## src/rtl/if_prefetch_unit.sv

```systemverilog
// if_prefetch_unit: instruction fetch with req/ack memory port, prefetch FIFO and redirect flush.
// Optional macro IF_MISALIGN_TRAP_EN: sticky misalign trap on unaligned redirect targets.
module if_prefetch_unit #(
    parameter int                ADDR_W     = 32,
    parameter int                DATA_W     = 32,
    parameter int                FIFO_DEPTH = 4,
    parameter logic [ADDR_W-1:0] RESET_PC   = '0
) (
    input  logic              clk,
    input  logic              start_n,
    output logic              imem_req,
    output logic [ADDR_W-1:0] imem_addr,
    input  logic              imem_ack,
    input  logic [DATA_W-1:0] imem_rdata,
    output logic              inst_valid,
    output logic [DATA_W-1:0] inst_data,
    output logic [ADDR_W-1:0] inst_pc,
    input  logic              inst_ready,
    input  logic              redirect,
    input  logic [ADDR_W-1:0] redirect_pc,
    output logic              misalign
);
    localparam int PTR_W = (FIFO_DEPTH > 1) ? $clog2(FIFO_DEPTH) : 1;
    localparam int CNT_W = PTR_W + 1;
    localparam logic [CNT_W-1:0] DEPTH_C = CNT_W'(FIFO_DEPTH);

    typedef enum logic [1:0] {IDLE, REQ, DISCARD} state_t;

    state_t            state;
    logic [ADDR_W-1:0] fetch_pc;
    logic [DATA_W-1:0] mem_data [FIFO_DEPTH];
    logic [ADDR_W-1:0] mem_pc   [FIFO_DEPTH];
    logic [PTR_W-1:0]  rd_ptr, wr_ptr, rd_ptr_next;
    logic [CNT_W-1:0]  count, count_next;
    logic              pop, push, head_from_push, trap_next;
    logic [ADDR_W-1:0] target, pc_inc;

    assign target      = {redirect_pc[ADDR_W-1:2], 2'b00};
    assign pc_inc      = imem_addr + ADDR_W'(4);
    // A redirect flushes the FIFO, so neither a pop nor the acked data survive it.
    assign pop         = inst_valid & inst_ready & ~redirect;
    assign push        = (state == REQ) & imem_ack & ~redirect;
    assign count_next  = count + CNT_W'(push) - CNT_W'(pop);
    assign rd_ptr_next = rd_ptr + PTR_W'(pop);
    assign head_from_push = push & ((count - CNT_W'(pop)) == '0);

`ifdef IF_MISALIGN_TRAP_EN
    assign trap_next = redirect ? (redirect_pc[1:0] != 2'b00) : misalign;

    always_ff @(posedge clk or negedge start_n) begin
        if (!start_n) misalign <= 1'b0;
        else          misalign <= trap_next;
    end
`else
    logic unused_pc_lsbs;
    assign unused_pc_lsbs = ^redirect_pc[1:0];
    assign trap_next      = 1'b0;
    assign misalign       = 1'b0;
`endif

    // Storage needs no reset: only entries below count are ever presented.
    always_ff @(posedge clk) begin
        if (push) begin
            mem_data[wr_ptr] <= imem_rdata;
            mem_pc[wr_ptr]   <= imem_addr;
        end
    end

    always_ff @(posedge clk or negedge start_n) begin
        if (!start_n) begin
            state      <= IDLE;
            fetch_pc   <= RESET_PC;
            imem_req   <= 1'b0;
            imem_addr  <= RESET_PC;
            rd_ptr     <= '0;
            wr_ptr     <= '0;
            count      <= '0;
            inst_valid <= 1'b0;
            inst_data  <= '0;
            inst_pc    <= '0;
        end else if (redirect) begin
            rd_ptr     <= '0;
            wr_ptr     <= '0;
            count      <= '0;
            inst_valid <= 1'b0;
            fetch_pc   <= target;
            if (state != IDLE && !imem_ack) begin
                // Old request still in flight: hold it and throw its data away.
                state <= DISCARD;
            end else if (trap_next) begin
                state    <= IDLE;
                imem_req <= 1'b0;
            end else begin
                state     <= REQ;
                imem_req  <= 1'b1;
                imem_addr <= target;
            end
        end else begin
            rd_ptr     <= rd_ptr_next;
            count      <= count_next;
            inst_valid <= (count_next != '0);
            if (push) wr_ptr <= wr_ptr + PTR_W'(1);
            if (head_from_push) begin
                inst_data <= imem_rdata;
                inst_pc   <= imem_addr;
            end else if (count_next != '0) begin
                inst_data <= mem_data[rd_ptr_next];
                inst_pc   <= mem_pc[rd_ptr_next];
            end

            case (state)
                IDLE: begin
                    if (count < DEPTH_C && !misalign) begin
                        state     <= REQ;
                        imem_req  <= 1'b1;
                        imem_addr <= fetch_pc;
                    end
                end
                REQ: begin
                    if (imem_ack) begin
                        fetch_pc <= pc_inc;
                        // Issue the next fetch only if its slot is free after this push/pop.
                        if (count_next < DEPTH_C) begin
                            imem_addr <= pc_inc;
                        end else begin
                            state    <= IDLE;
                            imem_req <= 1'b0;
                        end
                    end
                end
                DISCARD: begin
                    if (imem_ack) begin
                        if (misalign) begin
                            state    <= IDLE;
                            imem_req <= 1'b0;
                        end else begin
                            state     <= REQ;
                            imem_addr <= fetch_pc;
                        end
                    end
                end
                default: begin
                    state    <= IDLE;
                    imem_req <= 1'b0;
                end
            endcase
        end
    end
endmodule

```

## config.mk

```make
export PLATFORM = sky130hd
export DESIGN_NAME = if_prefetch_unit
export DESIGN_NICKNAME = d
export VERILOG_FILES = /design/src/rtl/if_prefetch_unit.sv
export SDC_FILE = /design/constraint.sdc
export NUM_CORES = 1
export LEC_CHECK = 0
export CAP_MARGIN = 20
export CORE_ASPECT_RATIO = 1.5
export CORE_UTILIZATION = 60
export DETAILED_ROUTE_END_ITERATION = 6
export GPL_ROUTABILITY_DRIVEN = 0
export PLACE_DENSITY = 0.83
export SYNTH_ARGS = -nofsm -noshare
export SYNTH_HDL_FRONTEND = slang
export SYNTH_SLANG_ARGS = --single-unit
```

## constraint.sdc

```tcl
create_clock -name clk -period 5.4 [get_ports clk]
set_clock_uncertainty 0.1 [all_clocks]
set_input_delay 1.08 -clock clk [delete_from_list [all_inputs] [get_ports clk]]
set_output_delay 1.08 -clock clk [all_outputs]
set_load 0.02 [all_outputs]
```

Signal wires on met1:
Bar = 50 µm.
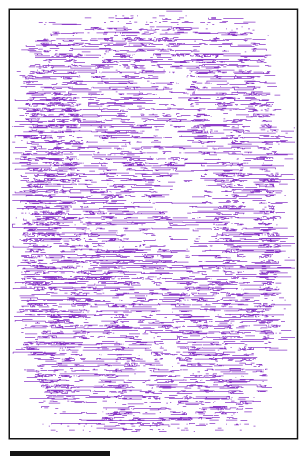
share of all routed wire: 39%
wire length on this layer: 17400 µm
longest straight run: 50.6 µm
nets with wire on the layer: 1533
met1 Use GR: 37.43%
routed wire length: 44590 µm

The metal 2 layer:
Bar = 50 µm. Cells faint in the background.
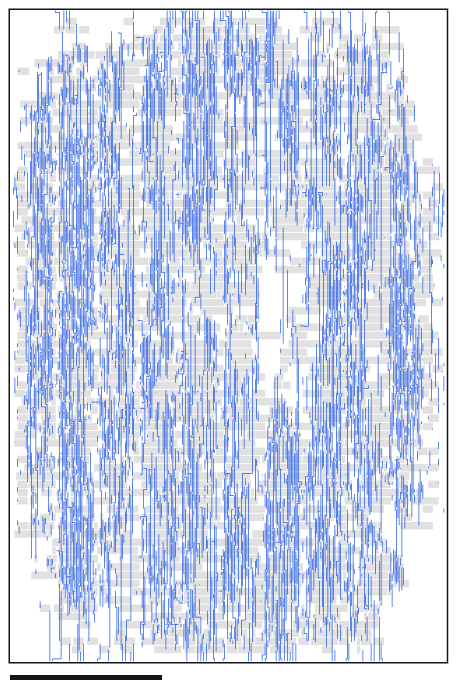
wire length on this layer: 23.1 mm
longest straight run: 62.4 µm
main direction: vertical
share of all routed wire: 52%
nets with wire on the layer: 1450

==> reports/metrics.csv <==
stage,metric,value,unit
clocking,Post-CTS Setup Repair Bufs,0,
final_layout,Commonest Layout Cell,edfxtp_1,
logic_synthesis,Commonest flop,edfxtp_1,
pwr,Psw,3.687,mW
pwr,clock share of power,26.2,%
floorplan,Tapcell Cnt,395,
setup_path,Worst R2R Setup Slack,1.39,ns
route,drt first pass iters,5,
setup_path,WP data required,5.72,ns
floorplan,Die Span Y,214.6,µm
sta,Final Slew Violations,0,
final_layout,Top Layout Cells,"edfxtp_1, nand2_1, clkdlybuf4s50_1, dfrtp_1, mux2i_1",
grt,largest net degree at the start of global routing,89,
min_path,HP Start,fetch_pc[26]$_DFFE_PN0P_,
logic_synthesis,Synth Instances,1500,
sta,Final Hold Vio Count,0,
final_layout,comb_multi_in,970,
route,# DRC,0,
setup_path,WP depth,12,
grt,initial antenna violation count,1,
clocking,Clock Latency Late Sink,0.54,ns
logic_synthesis,Post-synth EDFFs,256,
min_path,end point of the worst hold path,fetch_pc[26]$_DFFE_PN0P_,
final_layout,Seq. cell area,0.01117,mm²
setup_path,R2R Path End,imem_addr[17]$_DFFE_PN0P_,
pwr,Pwr Total,10.58,mW
route,Routed WL per cell,21.90,µm
clocking,H-tree depth,2,
final_layout,combinational share of cell area,29.94,%
status,status,completed,
setup_path,Worst R2R Path Depth,12,
logic_synthesis,sequential area share after synthesis,61.75,%
final_layout,fin cells,2036,
clocking,clock buffer count from CTS,37,
pwr,Comb power frac,30.7,%
setup_path,crit path DAT,4.54,ns
pwr,pwr dens,499.0,mW/mm²
floorplan,core footprint,0.02958,mm²
setup_path,CP endpoint,imem_addr[17]$_DFFE_PN0P_,
route,via count,12964,
setup_path,crit path from,imem_ack,
final_layout,# nets final,1687,
grt,first-pass GRT wire length,70390,µm
logic_synthesis,aoi share,12.27,%
place,Setup WS pre-CTS,0.6764,ns
pwr,Switching Fraction,34.85,%
logic_synthesis,syn avg cell area,12.05,µm²
sta,fmax,0.2371,GHz
setup_path,"slowest stage delay, CP",0.74,ns
setup_path,Worst Setup End Kind,flop,
clocking,CTS Root Cell,clkbuf_16,
final_layout,Signal buffers,188,
final_layout,Area Overhead vs Synth,17.26,%
floorplan,DIE WIDTH,143.7,µm
final_layout,top cell category,flip-flops and latches,
grt,vias in the first global route,13362,
sta,Final Critical Period,4.217,ns
flow_run,tool warnings,31,
logic_synthesis,yosys cell count,1500,
setup_path,Critical Setup Path Class,in2reg,
floorplan,I/O pins,168,
setup_path,cell family with most CP delay,AND-OR/OR-AND gates,
final_layout,layout cells sized above 1,8.293,%
==> power by group through the flow <==
stage | clock network [mW] | logic, mW | registers, mW
floorplan | 0 | 1.64 | 4.76
global placement | 0 | 3.12 | 4.55
detailed placement | 0 | 3.21 | 4.59
CTS | 2.80 | 3.25 | 4.54
global route | 2.91 | 3.50 | 4.62
finish | 2.78 | 3.25 | 4.56
==> per-layer routing <==
metal  GRT usage [%]  part of all wire (%)  vias to the layer above
li1                -                     -                     5808
met3           3.461                   6.1                      105
met1           37.43                    39                     6458
met5               0                     0                        -
met4           13.44                   3.0                        0
met2           50.83                    52                      593
==> worst reg2reg max path, cell delays in order, from the launching register on <==
cell	delay, ns
dfrtp_1	0.58
and2b_1	0.43
nand2_1	0.15
xnor2_1	0.15
nor2_1	0.10
ha_1	0.15
inv_1	0.05
fa_1	0.36
xor3_2	0.31
a21bo_2	0.27
a211oi_4	0.74
o21ai_0	0.22
a22o_1	0.29
==> Yosys cell counts (all sizes together) (7+ instances only) <==
cell / count / area, µm²
a21oi: 38 / 190.2
a221oi: 33 / 289.0
a22oi: 11 / 82.58
a31oi: 66 / 412.9
a32oi: 31 / 271.5
and3: 17 / 106.4
buf: 61 / 350.3
clkbuf: 55 / 207.7
dfrtp: 139 / 3478
edfxtp: 256 / 7687
inv: 17 / 63.81
mux2: 32 / 360.3
mux2i: 136 / 1361
nand2: 252 / 945.9
nand3: 23 / 115.1
nand4: 10 / 77.57
nor2: 101 / 379.1
nor3: 9 / 55.05
o211ai: 38 / 285.3
o21ai: 53 / 269.0
o22ai: 9 / 56.30
o31a: 7 / 61.31
xnor2: 12 / 105.1
xor2: 20 / 182.7
Power is estimated from default activity; no workload was simulated.
